### Metal 4

Supply wires on this layer in gray.
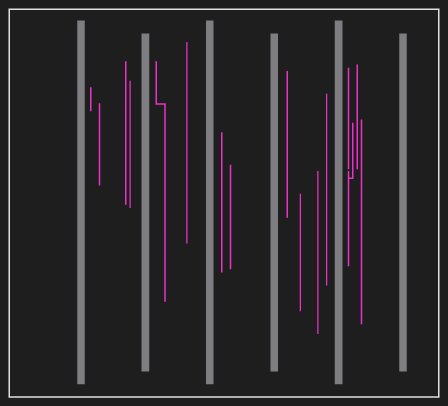
### Close-up of the layout

The bar under the picture is 10 µm long. Region (30, 26) to (60, 56) µm. Cells in gray, sequential cells in the stronger gray; small squares are vias.
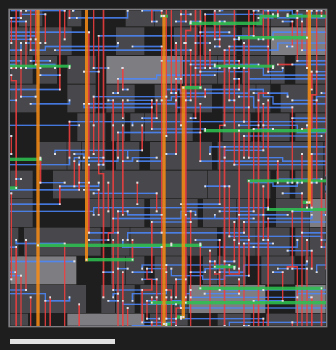
### Clock nets

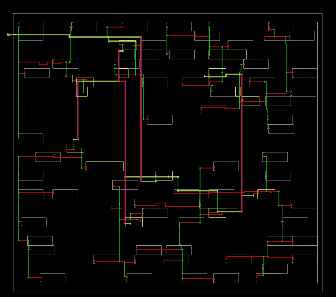
### Metal layers overlaid

Two of the layers only.
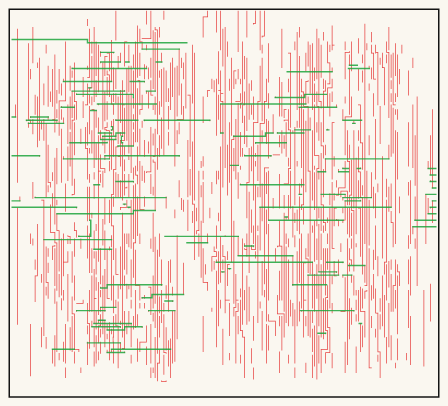
### The metal 1 layer

Supply wires on this layer in gray.
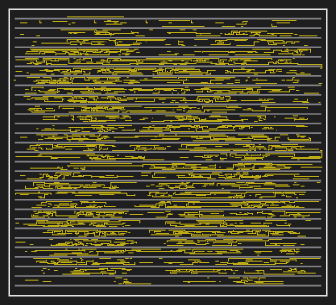
<file path="src/rtl/frame_pkg.sv">
`default_nettype none
// ============================================================================
//  Module      : frame_pkg
//  Description : Shared definitions for the frame TX/RX pair: the 3-bit line
//                state encoding reported on o_state, preamble/SFD byte values,
//                CRC-32 constants and the byte-wide reflected CRC-32 update.
//  Revision    : 1.0 - initial release
// ============================================================================
package frame_pkg;

    // 3-bit line-state code, identical on the TX and RX sides so one decoder
    // serves the MAC table and monitor logic.
    typedef logic [2:0] frame_state_t;

    localparam frame_state_t c_ST_IDLE     = 3'd0;  // idle, IFG, drain
    localparam frame_state_t c_ST_PREAMBLE = 3'd1;
    localparam frame_state_t c_ST_SFD      = 3'd2;
    localparam frame_state_t c_ST_DA       = 3'd3;
    localparam frame_state_t c_ST_SA       = 3'd4;
    localparam frame_state_t c_ST_LEN      = 3'd5;
    localparam frame_state_t c_ST_DATA     = 3'd6;
    localparam frame_state_t c_ST_FCS      = 3'd7;

    localparam logic [7:0]  c_PREAMBLE_BYTE = 8'h55;
    localparam logic [7:0]  c_SFD_BYTE      = 8'hD5;

    localparam logic [31:0] c_CRC_INIT    = 32'hFFFF_FFFF;
    localparam logic [31:0] c_CRC_POLY    = 32'hEDB8_8320;  // reflected 0x04C11DB7
    localparam logic [31:0] c_CRC_RESIDUE = 32'hC704_DD7B;

    // One byte of CRC-32, data consumed LSB first as it goes on the wire.
    function automatic logic [31:0] eth_crc32_8d(input logic [31:0] crc,
                                                  input logic [7:0]  data);
        logic [31:0] r;
        r = crc;
        for (int i = 0; i < 8; i++) begin
            if (r[0] ^ data[i]) begin
                r = (r >> 1) ^ c_CRC_POLY;
            end else begin
                r = r >> 1;
            end
        end
        return r;
    endfunction

endpackage
`default_nettype wire

</file>
<file path="src/rtl/frame_tx_crc32.sv">
`default_nettype none
// ============================================================================
//  Module      : frame_tx_crc32
//  Description : Running CRC-32 register for the transmitter. Reloads to
//                all-ones on i_init, folds in one byte per cycle on i_en.
//  Ports       : clk, rst (sync, active high), i_init, i_en, i_data[7:0],
//                o_crc[31:0] (un-inverted running remainder)
//  Revision    : 1.0 - initial release
// ============================================================================
module frame_tx_crc32
    import frame_pkg::*;
(
    input  logic        clk,
    input  logic        rst,
    input  logic        i_init,
    input  logic        i_en,
    input  logic [7:0]  i_data,
    output logic [31:0] o_crc
);

    logic [31:0] r_crc;

    always_ff @(posedge clk) begin
        if (rst) begin
            r_crc <= c_CRC_INIT;
        end else if (i_init) begin
            r_crc <= c_CRC_INIT;
        end else if (i_en) begin
            r_crc <= eth_crc32_8d(r_crc, i_data);
        end
    end

    assign o_crc = r_crc;

endmodule
`default_nettype wire

</file>
<file path="src/rtl/frame_transmitter.sv">
`default_nettype none
// ============================================================================
//  Module      : frame_transmitter
//  Description : 8-bit MII/GMII-style Ethernet frame transmitter. Accepts a
//                DA/SA/LEN/DATA byte stream over valid/ready and puts
//                preamble, SFD, stream bytes, optional pad and FCS on the
//                line, then holds the inter-frame gap. Underrun, runt and
//                oversize frames are cut with a single otx_er cycle.
//  Config      : FRAME_TX_PAD_EN - when defined, short DATA fields are padded
//                with 0x00 up to MIN_DATA bytes before the FCS.
//  Ports       : iclk, irst (sync, active high)
//                i_data[7:0], i_valid, i_last, o_ready  - stream side
//                otx_data[7:0], otx_en, otx_er         - line side (registered)
//                o_state[2:0], o_busy                  - status (registered)
//  Revision    : 1.0 - initial release
// ============================================================================
module frame_transmitter
    import frame_pkg::*;
#(
    parameter int PREAMBLE_LEN = 7,
    parameter int IFG_CYCLES   = 12,
    parameter int MIN_DATA     = 46,
    parameter int MAX_DATA     = 1500
) (
    input  logic       iclk,
    input  logic       irst,
    input  logic [7:0] i_data,
    input  logic       i_valid,
    input  logic       i_last,
    output logic       o_ready,
    output logic [7:0] otx_data,
    output logic       otx_en,
    output logic       otx_er,
    output logic [2:0] o_state,
    output logic       o_busy
);

`ifdef FRAME_TX_PAD_EN
    localparam bit c_PAD_EN = 1'b1;
`else
    localparam bit c_PAD_EN = 1'b0;
`endif

    // Internal sequencer states; wider than o_state because IFG, DRAIN and
    // PAD share an external code with IDLE/DATA.
    localparam logic [3:0] c_S_IDLE  = 4'd0;
    localparam logic [3:0] c_S_PRE   = 4'd1;
    localparam logic [3:0] c_S_SFD   = 4'd2;
    localparam logic [3:0] c_S_DA    = 4'd3;
    localparam logic [3:0] c_S_SA    = 4'd4;
    localparam logic [3:0] c_S_LEN   = 4'd5;
    localparam logic [3:0] c_S_DATA  = 4'd6;
    localparam logic [3:0] c_S_FCS   = 4'd7;
    localparam logic [3:0] c_S_IFG   = 4'd8;
    localparam logic [3:0] c_S_DRAIN = 4'd9;
    localparam logic [3:0] c_S_PAD   = 4'd10;

    // Field counter covers preamble, IFG, DA/SA (6) and FCS (4) lengths.
    localparam int c_FCNT_MAX = (PREAMBLE_LEN > IFG_CYCLES) ? PREAMBLE_LEN : IFG_CYCLES;
    localparam int c_FCNT_TOP = (c_FCNT_MAX > 6) ? c_FCNT_MAX : 6;
    localparam int c_FCNT_W   = $clog2(c_FCNT_TOP);

    localparam logic [c_FCNT_W-1:0] c_FCNT_ONE = c_FCNT_W'(1);
    localparam logic [c_FCNT_W-1:0] c_PRE_LAST = c_FCNT_W'(PREAMBLE_LEN - 1);
    localparam logic [c_FCNT_W-1:0] c_IFG_LAST = c_FCNT_W'(IFG_CYCLES - 1);
    localparam logic [c_FCNT_W-1:0] c_FCS_LAST = c_FCNT_W'(3);
    localparam logic [c_FCNT_W-1:0] c_ADR_LAST = c_FCNT_W'(5);
    localparam logic [c_FCNT_W-1:0] c_LEN_LAST = c_FCNT_W'(1);

    localparam logic [10:0] c_MAX_CNT = 11'(MAX_DATA);
    localparam logic [10:0] c_MIN_CNT = 11'(MIN_DATA);
    localparam logic [10:0] c_CNT_SAT = 11'h7FF;

    logic [3:0]          r_st;
    logic [c_FCNT_W-1:0] r_fcnt;
    logic [10:0]         r_cnt;

    logic [31:0]         w_crc;
    logic                w_crc_init;
    logic                w_crc_en;
    logic [7:0]          w_crc_data;
    logic                w_hdr_st;
    logic [10:0]         w_cnt_inc;
    logic [7:0]          w_fcs_byte;
    frame_state_t        w_field_state;
    logic [c_FCNT_W-1:0] w_field_last;
    logic [3:0]          w_field_next;

    assign w_hdr_st = (r_st == c_S_DA) || (r_st == c_S_SA) || (r_st == c_S_LEN);

    assign o_ready  = w_hdr_st || (r_st == c_S_DATA) || (r_st == c_S_DRAIN);

    assign w_cnt_inc = (r_cnt == c_CNT_SAT) ? r_cnt : (r_cnt + 11'd1);

    // CRC restarts while SFD goes out; pad bytes are covered like data.
    assign w_crc_init = (r_st == c_S_SFD);
    assign w_crc_en   = (i_valid && (w_hdr_st || (r_st == c_S_DATA))) || (r_st == c_S_PAD);
    assign w_crc_data = (r_st == c_S_PAD) ? 8'h00 : i_data;

    frame_tx_crc32 u_crc (
        .clk    (iclk),
        .rst    (irst),
        .i_init (w_crc_init),
        .i_en   (w_crc_en),
        .i_data (w_crc_data),
        .o_crc  (w_crc)
    );

    // FCS is the complemented remainder, least significant byte first.
    always_comb begin
        w_fcs_byte = 8'h00;
        case (r_fcnt[1:0])
            2'd0:    w_fcs_byte = ~w_crc[7:0];
            2'd1:    w_fcs_byte = ~w_crc[15:8];
            2'd2:    w_fcs_byte = ~w_crc[23:16];
            default: w_fcs_byte = ~w_crc[31:24];
        endcase
    end

    always_comb begin
        w_field_state = c_ST_DA;
        w_field_last  = c_ADR_LAST;
        w_field_next  = c_S_SA;
        case (r_st)
            c_S_SA: begin
                w_field_state = c_ST_SA;
                w_field_last  = c_ADR_LAST;
                w_field_next  = c_S_LEN;
            end
            c_S_LEN: begin
                w_field_state = c_ST_LEN;
                w_field_last  = c_LEN_LAST;
                w_field_next  = c_S_DATA;
            end
            default: begin
                w_field_state = c_ST_DA;
                w_field_last  = c_ADR_LAST;
                w_field_next  = c_S_SA;
            end
        endcase
    end

    // Every line/status output is registered: each edge emits what the
    // current state produces, so the line trails the sequencer by one cycle.
    always_ff @(posedge iclk) begin
        if (irst) begin
            r_st     <= c_S_IDLE;
            r_fcnt   <= '0;
            r_cnt    <= '0;
            otx_data <= 8'h00;
            otx_en   <= 1'b0;
            otx_er   <= 1'b0;
            o_state  <= c_ST_IDLE;
            o_busy   <= 1'b0;
        end else begin
            otx_data <= 8'h00;
            otx_en   <= 1'b0;
            otx_er   <= 1'b0;
            o_state  <= c_ST_IDLE;
            o_busy   <= 1'b1;

            case (r_st)
                c_S_IDLE: begin
                    o_busy <= i_valid;
                    if (i_valid) begin
                        r_fcnt <= '0;
                        r_st   <= c_S_PRE;
                    end
                end

                c_S_PRE: begin
                    otx_en   <= 1'b1;
                    otx_data <= c_PREAMBLE_BYTE;
                    o_state  <= c_ST_PREAMBLE;
                    if (r_fcnt == c_PRE_LAST) begin
                        r_fcnt <= '0;
                        r_st   <= c_S_SFD;
                    end else begin
                        r_fcnt <= r_fcnt + c_FCNT_ONE;
                    end
                end

                c_S_SFD: begin
                    otx_en   <= 1'b1;
                    otx_data <= c_SFD_BYTE;
                    o_state  <= c_ST_SFD;
                    r_cnt    <= '0;
                    r_st     <= c_S_DA;
                end

                c_S_DA, c_S_SA, c_S_LEN: begin
                    if (!i_valid) begin
                        // Underrun: error cycle, then swallow the rest.
                        otx_en <= 1'b1;
                        otx_er <= 1'b1;
                        r_st   <= c_S_DRAIN;
                    end else if (i_last) begin
                        // Runt: the stream has already ended, nothing to drain.
                        otx_en <= 1'b1;
                        otx_er <= 1'b1;
                        r_fcnt <= '0;
                        r_st   <= c_S_IFG;
                    end else begin
                        otx_en   <= 1'b1;
                        otx_data <= i_data;
                        o_state  <= w_field_state;
                        if (r_fcnt == w_field_last) begin
                            r_fcnt <= '0;
                            r_st   <= w_field_next;
                        end else begin
                            r_fcnt <= r_fcnt + c_FCNT_ONE;
                        end
                    end
                end

                c_S_DATA: begin
                    if (r_cnt == c_MAX_CNT) begin
                        // Oversize: this slot becomes the error cycle; if the
                        // byte taken here was the last one, skip the drain.
                        otx_en <= 1'b1;
                        otx_er <= 1'b1;
                        r_fcnt <= '0;
                        r_st   <= (i_valid && i_last) ? c_S_IFG : c_S_DRAIN;
                    end else if (!i_valid) begin
                        otx_en <= 1'b1;
                        otx_er <= 1'b1;
                        r_st   <= c_S_DRAIN;
                    end else begin
                        otx_en   <= 1'b1;
                        otx_data <= i_data;
                        o_state  <= c_ST_DATA;
                        r_cnt    <= w_cnt_inc;
                        if (i_last) begin
                            r_fcnt <= '0;
                            r_st   <= (c_PAD_EN && (w_cnt_inc < c_MIN_CNT)) ? c_S_PAD : c_S_FCS;
                        end
                    end
                end

                c_S_PAD: begin
                    otx_en  <= 1'b1;
                    o_state <= c_ST_DATA;
                    r_cnt   <= w_cnt_inc;
                    if (w_cnt_inc >= c_MIN_CNT) begin
                        r_st <= c_S_FCS;
                    end
                end

                c_S_FCS: begin
                    otx_en   <= 1'b1;
                    otx_data <= w_fcs_byte;
                    o_state  <= c_ST_FCS;
                    if (r_fcnt == c_FCS_LAST) begin
                        r_fcnt <= '0;
                        r_st   <= c_S_IFG;
                    end else begin
                        r_fcnt <= r_fcnt + c_FCNT_ONE;
                    end
                end

                c_S_IFG: begin
                    // A waiting frame starts straight from the last gap
                    // cycle so back-to-back frames see exactly IFG_CYCLES.
                    if (r_fcnt == c_IFG_LAST) begin
                        r_fcnt <= '0;
                        r_st   <= i_valid ? c_S_PRE : c_S_IDLE;
                    end else begin
                        r_fcnt <= r_fcnt + c_FCNT_ONE;
                    end
                end

                c_S_DRAIN: begin
                    if (i_valid && i_last) begin
                        r_fcnt <= '0;
                        r_st   <= c_S_IFG;
                    end
                end

                default: begin
                    r_st <= c_S_IDLE;
                end
            endcase
        end
    end

endmodule
`default_nettype wire

</file>
<file path="config.mk">
export PLATFORM = sky130hd
export DESIGN_NAME = frame_transmitter
export DESIGN_NICKNAME = d
export VERILOG_FILES = /design/src/rtl/frame_pkg.sv /design/src/rtl/frame_tx_crc32.sv /design/src/rtl/frame_transmitter.sv
export SDC_FILE = /design/constraint.sdc
export NUM_CORES = 1
export LEC_CHECK = 0
export CAP_MARGIN = 20
export CORE_ASPECT_RATIO = 0.9
export CORE_UTILIZATION = 60
export DETAILED_ROUTE_END_ITERATION = 6
export PLACE_DENSITY = 0.81
export SLEW_MARGIN = 20
export SYNTH_ARGS = -nofsm -noshare
export SYNTH_HDL_FRONTEND = slang
export SYNTH_SLANG_ARGS = --single-unit
</file>
<file path="constraint.sdc">
create_clock -name iclk -period 2.54 [get_ports iclk]
set_input_delay 0.635 -clock iclk [delete_from_list [all_inputs] [get_ports iclk]]
set_output_delay 0.635 -clock iclk [all_outputs]
set_load 0.02 [all_outputs]
</file>
==> results.json <==
{
  "pin_count_of_the_biggest_net_entering_global_routing": 48,
  "multiInputGateArea_um2": 2720,
  "post_cts_setup_buffer_count": 0,
  "floorplan.initialDensity_pct": 63.1,
  "relSlewSlack_pct": 70.0,
  "synthMostInstantiatedCell": "sky130_fd_sc_hd__dfxtp_1",
  "totalNegativeSetupSlack_ns": 0,
  "warning_count": 30,
  "wire_length_of_the_first_global_routing_pass_mm": 19.2,
  "cells_in_synth_stat_txt": 521,
  "power_group_with_the_highest_consumption": "combinational cells",
  "max-cap-violations": 0,
  "comb_power_share_pct": 58.5,
  "slowest_delay_ns": 0.49,
  "cts_tree": "done",
  "crit_chain": "inv_1 -> or4_1 -> o21ai_0 -> dlygate4sd2_1",
  "bufAreaShareNonClock_pct": 13.0,
  "fin_crit_share_pct": 96.0,
  "yosysUniqueCellTypes": 60,
  "io_pins": 27,
  "cts_inserted_buffers": 9,
  "outcome": "completed",
  "powerClk_mw": 1.09,
  "clkTransAtPathRegs_ns": 0.08,
  "worst-path-buf-inv": 2,
  "die_width_um": 90.2,
  "hp-start": "u_crc.o_crc[18]$_SDFFE_PP1P_",
  "postSynthAreaPerCell_um2": 8.06,
  "dr_wl_met3_um": 692,
  "slew_violations": 0,
  "synth_async_sr_flop_share_pct": 0,
  "power-per-cell-area_nw_per_um2": 1220,
  "area_dominant_class": "logic gates",
  "timing.hold.worst.class": "reg -> reg",
  "die-height_um": 81.4,
  "finalNetCount": 601,
  "number_of_flip_flops_under_the_largest_register_name": 32,
  "fillers": 497,
  "n_tap_cell": 90,
  "diode_count": 0,
  "pre_cts_slack_ns": -0.0208,
  "skew_ns": 0.0113,
  "detailedPlacementHpwl_mm": 8.26,
  "hold_buffers": 0,
  "worstRegToRegCells": 9,
  "setup.worst_path.class": "reg -> out",
  "ant_nets": 0,
  "post_cts.resized_instances": 1,
  "route.detailed.vias_per_inst": 5.94,
  "drt_pass1_iterations": 5,
  "placement_rows": 28,
  "logic_gate_count": 412,
  "top_layer_in_use": "met4",
  "synthTopCellsByCount": "65 x sky130_fd_sc_hd__dfxtp_1, 64 x sky130_fd_sc_hd__nor2_1, 58 x sky130_fd_sc_hd__nand2_1",
  "crit_cells": 4,
  "cp-startpoint": "r_st[0]$_SDFFE_PP0P_",
  "grt_setup_unrepaired": "false",
  "critical_path_arrival_ns": 1.80,
  "dr_wl_met2_mm": 5.39,
  "drive_gt1_share_pct": 14.6,
  "via_count_of_the_first_global_routing_pass": 3916,
  "timing.critical_path.max_delay_family": "simple AND/OR/NAND/NOR gates",
  "seq_area_share_pct": 25.5,
  "syn_inst": 521,
  "rr_startpoint": "r_fcnt[1]$_SDFFE_PP0P_",
  "timing.hold.ws_ns": 0.517,
  "flop_area_um2": 1300,
  "seq_cell_power_mw": 1.48,
  "detail_route.drc_violations": 0,
  "power_mw": 6.20,
  "final_cell_count_no_fill": 678,
  "ys_seq_share_pct": 31.0,
  "drt_iter0_markers": 256,
  "vdd_drop_max_uv": 647,
  "regToRegSetupSlack_ns": 0.21,
  "layout_min_cycle_time_ns": 2.44,
  "area_share_clock_buf_inv_pct": 4.76,
  "number_of_placed_instances_with_taps_included": 662,
  "worst-path-max-fanout": 5,
  "finalHoldViolations": 0,
  "placement.io_buffers": 26,
  "routabilityCongestion": 0.975,
  "synth.largest_area_cell": "sky130_fd_sc_hd__dfxtp_1",
  "synthesis_to_layout_area_growth_pct": 21.4,
  "yosysChipArea_um2": 4200,
  "worst-endpoint-required_ns": 1.90,
  "mappedNetlistNets": 539,
  "worst_hold_path.endpoint": "u_crc.o_crc[18]$_SDFFE_PP1P_",
  "layout.cells.most_common": "sky130_fd_sc_hd__dfxtp_1",
  "power_switching_mw": 2.56,
  "share_clk_of_total_power_pct": 17.6,
  "clockBufferDepth": 2,
  "comb_area_share_pct": 53.3,
  "place_area_um2": 4860,
  "ys_dominant_reg_cell": "sky130_fd_sc_hd__dfxtp_1",
  "post_synthesis_register_bit_count": 65,
  "setup-violations-final": 0,
  "proportion_of_total_power_due_to_net_switching_pct": 41.3,
  "antenna_found_initial": 0,
  "endpoint_kind": "output port",
  "n_all_buffers": 78,
  "fin_worst_setup_slack_ns": 0.101,
  "max_clock_freq_ghz": 0.410,
  "power.sequential.fraction_pct": 23.9,
  "die_ar_um2": 7340,
  "postLayoutCoreUtil_pct": 76.6,
  "r2r_end": "r_st[3]$_SDFFE_PP0P_",
  "internal_power_mw": 3.64,
  "setup.worst_path.end": "o_ready",
  "total_number_of_h_tree_levels": 3,
  "synthTopCellsByArea": "sky130_fd_sc_hd__dfxtp_1 31%, sky130_fd_sc_hd__xnor2_1 9.8%, sky130_fd_sc_hd__xor2_1 5.8%, sky130_fd_sc_hd__nor2_1 5.7%, sky130_fd_sc_hd__nand2_1 5.2%",
  "overflow": 0,
  "floorplan.core_area_um2": 6660,
  "final_cell_mix": "65 x sky130_fd_sc_hd__dfxtp_1, 64 x sky130_fd_sc_hd__nor2_1, 58 x sky130_fd_sc_hd__nand2_1, 51 x sky130_fd_sc_hd__buf_4, 47 x sky130_fd_sc_hd__xnor2_1",
  "edf_count": 0,
  "synthesis.yosys.warnings": 0,
  "critical_path.slowest_cell": "sky130_fd_sc_hd__or4_1",
  "wl_met1_mm": 5.06,
  "static-leakage-power_nw": 2.03,
  "total_standard_cell_area_after_synthesis_um2": 4200,
  "final_design_area_no_fill_um2": 5100,
  "timing.critical_path.from_type": "register",
  "hold-path-cell-count": 2,
  "ctsRootBufferMaster": "sky130_fd_sc_hd__clkbuf_8",
  "power.combinational.total_mw": 3.63,
  "post-synth-top-area-fraction_pct": 31.0
}
## Picture notes: 'Metal 4'
The layer carries 471 µm of wire. The longest straight run is 42.8 µm. The layer holds 4.1% of the routed length. The wires run mostly vertical. 14 nets have wire on it.
total detailed-routing wirelength: 11.6 mm
via count: 4024

## Picture notes: 'Close-up of the layout'
M4: marked orange. M3: marked green. M2: marked red. M1: marked blue.
Netlist names of flops here include u_crc.o_crc (3), r_cnt (1). 83 logic cells have their middle in the window. Sequential cells in the window: 4. Most frequent: buf_4 (14), xnor2_1 (11), nor2_1 (9).

## Picture notes: 'Clock nets'
number of sequential cells: 65
clock buffer instance count of the final layout: 10
Latency at later pin: 0.36 ns
CTS Sinks: 65

## Picture notes: 'Metal layers overlaid'
M3: marked green, wire length 692 µm. M2: marked red, wire length 5390 µm.
overall track demand over capacity in global routing: 33.7%
wire length per cell: 17.1 µm

## Picture notes: 'The metal 1 layer'
The wires run mostly horizontal. The longest straight run is 26.5 µm. 563 nets have wire on it. The layer carries 5060 µm of wire.
routing usage on met1: 42.0%

logic make-up (layout without fill, tap and decap cells):
logic type / count (synthesis) / in the layout / synth area share, %
and+or+nand+nor: 184 / 184 / 20.4
muxes: 3 / 3 / 0.715
adders and majority gates: 6 / 6 / 1.79
DFF: 65 / 65 / 31.0
xor gates and xnor gates: 85 / 85 / 20.4
AOI/OAI and AO/OA: 134 / 134 / 21.0
buffers and inverters: 44 / 111 / 4.68
metal layers:
metal / up-vias / track usage, %
li1: 1926 / -
met1: 1875 / 42.0
met2: 186 / 56.3
met3: 37 / 5.62
met4: 0 / 18.7
met5: - / 0
Power and IR drop assume default switching activity.
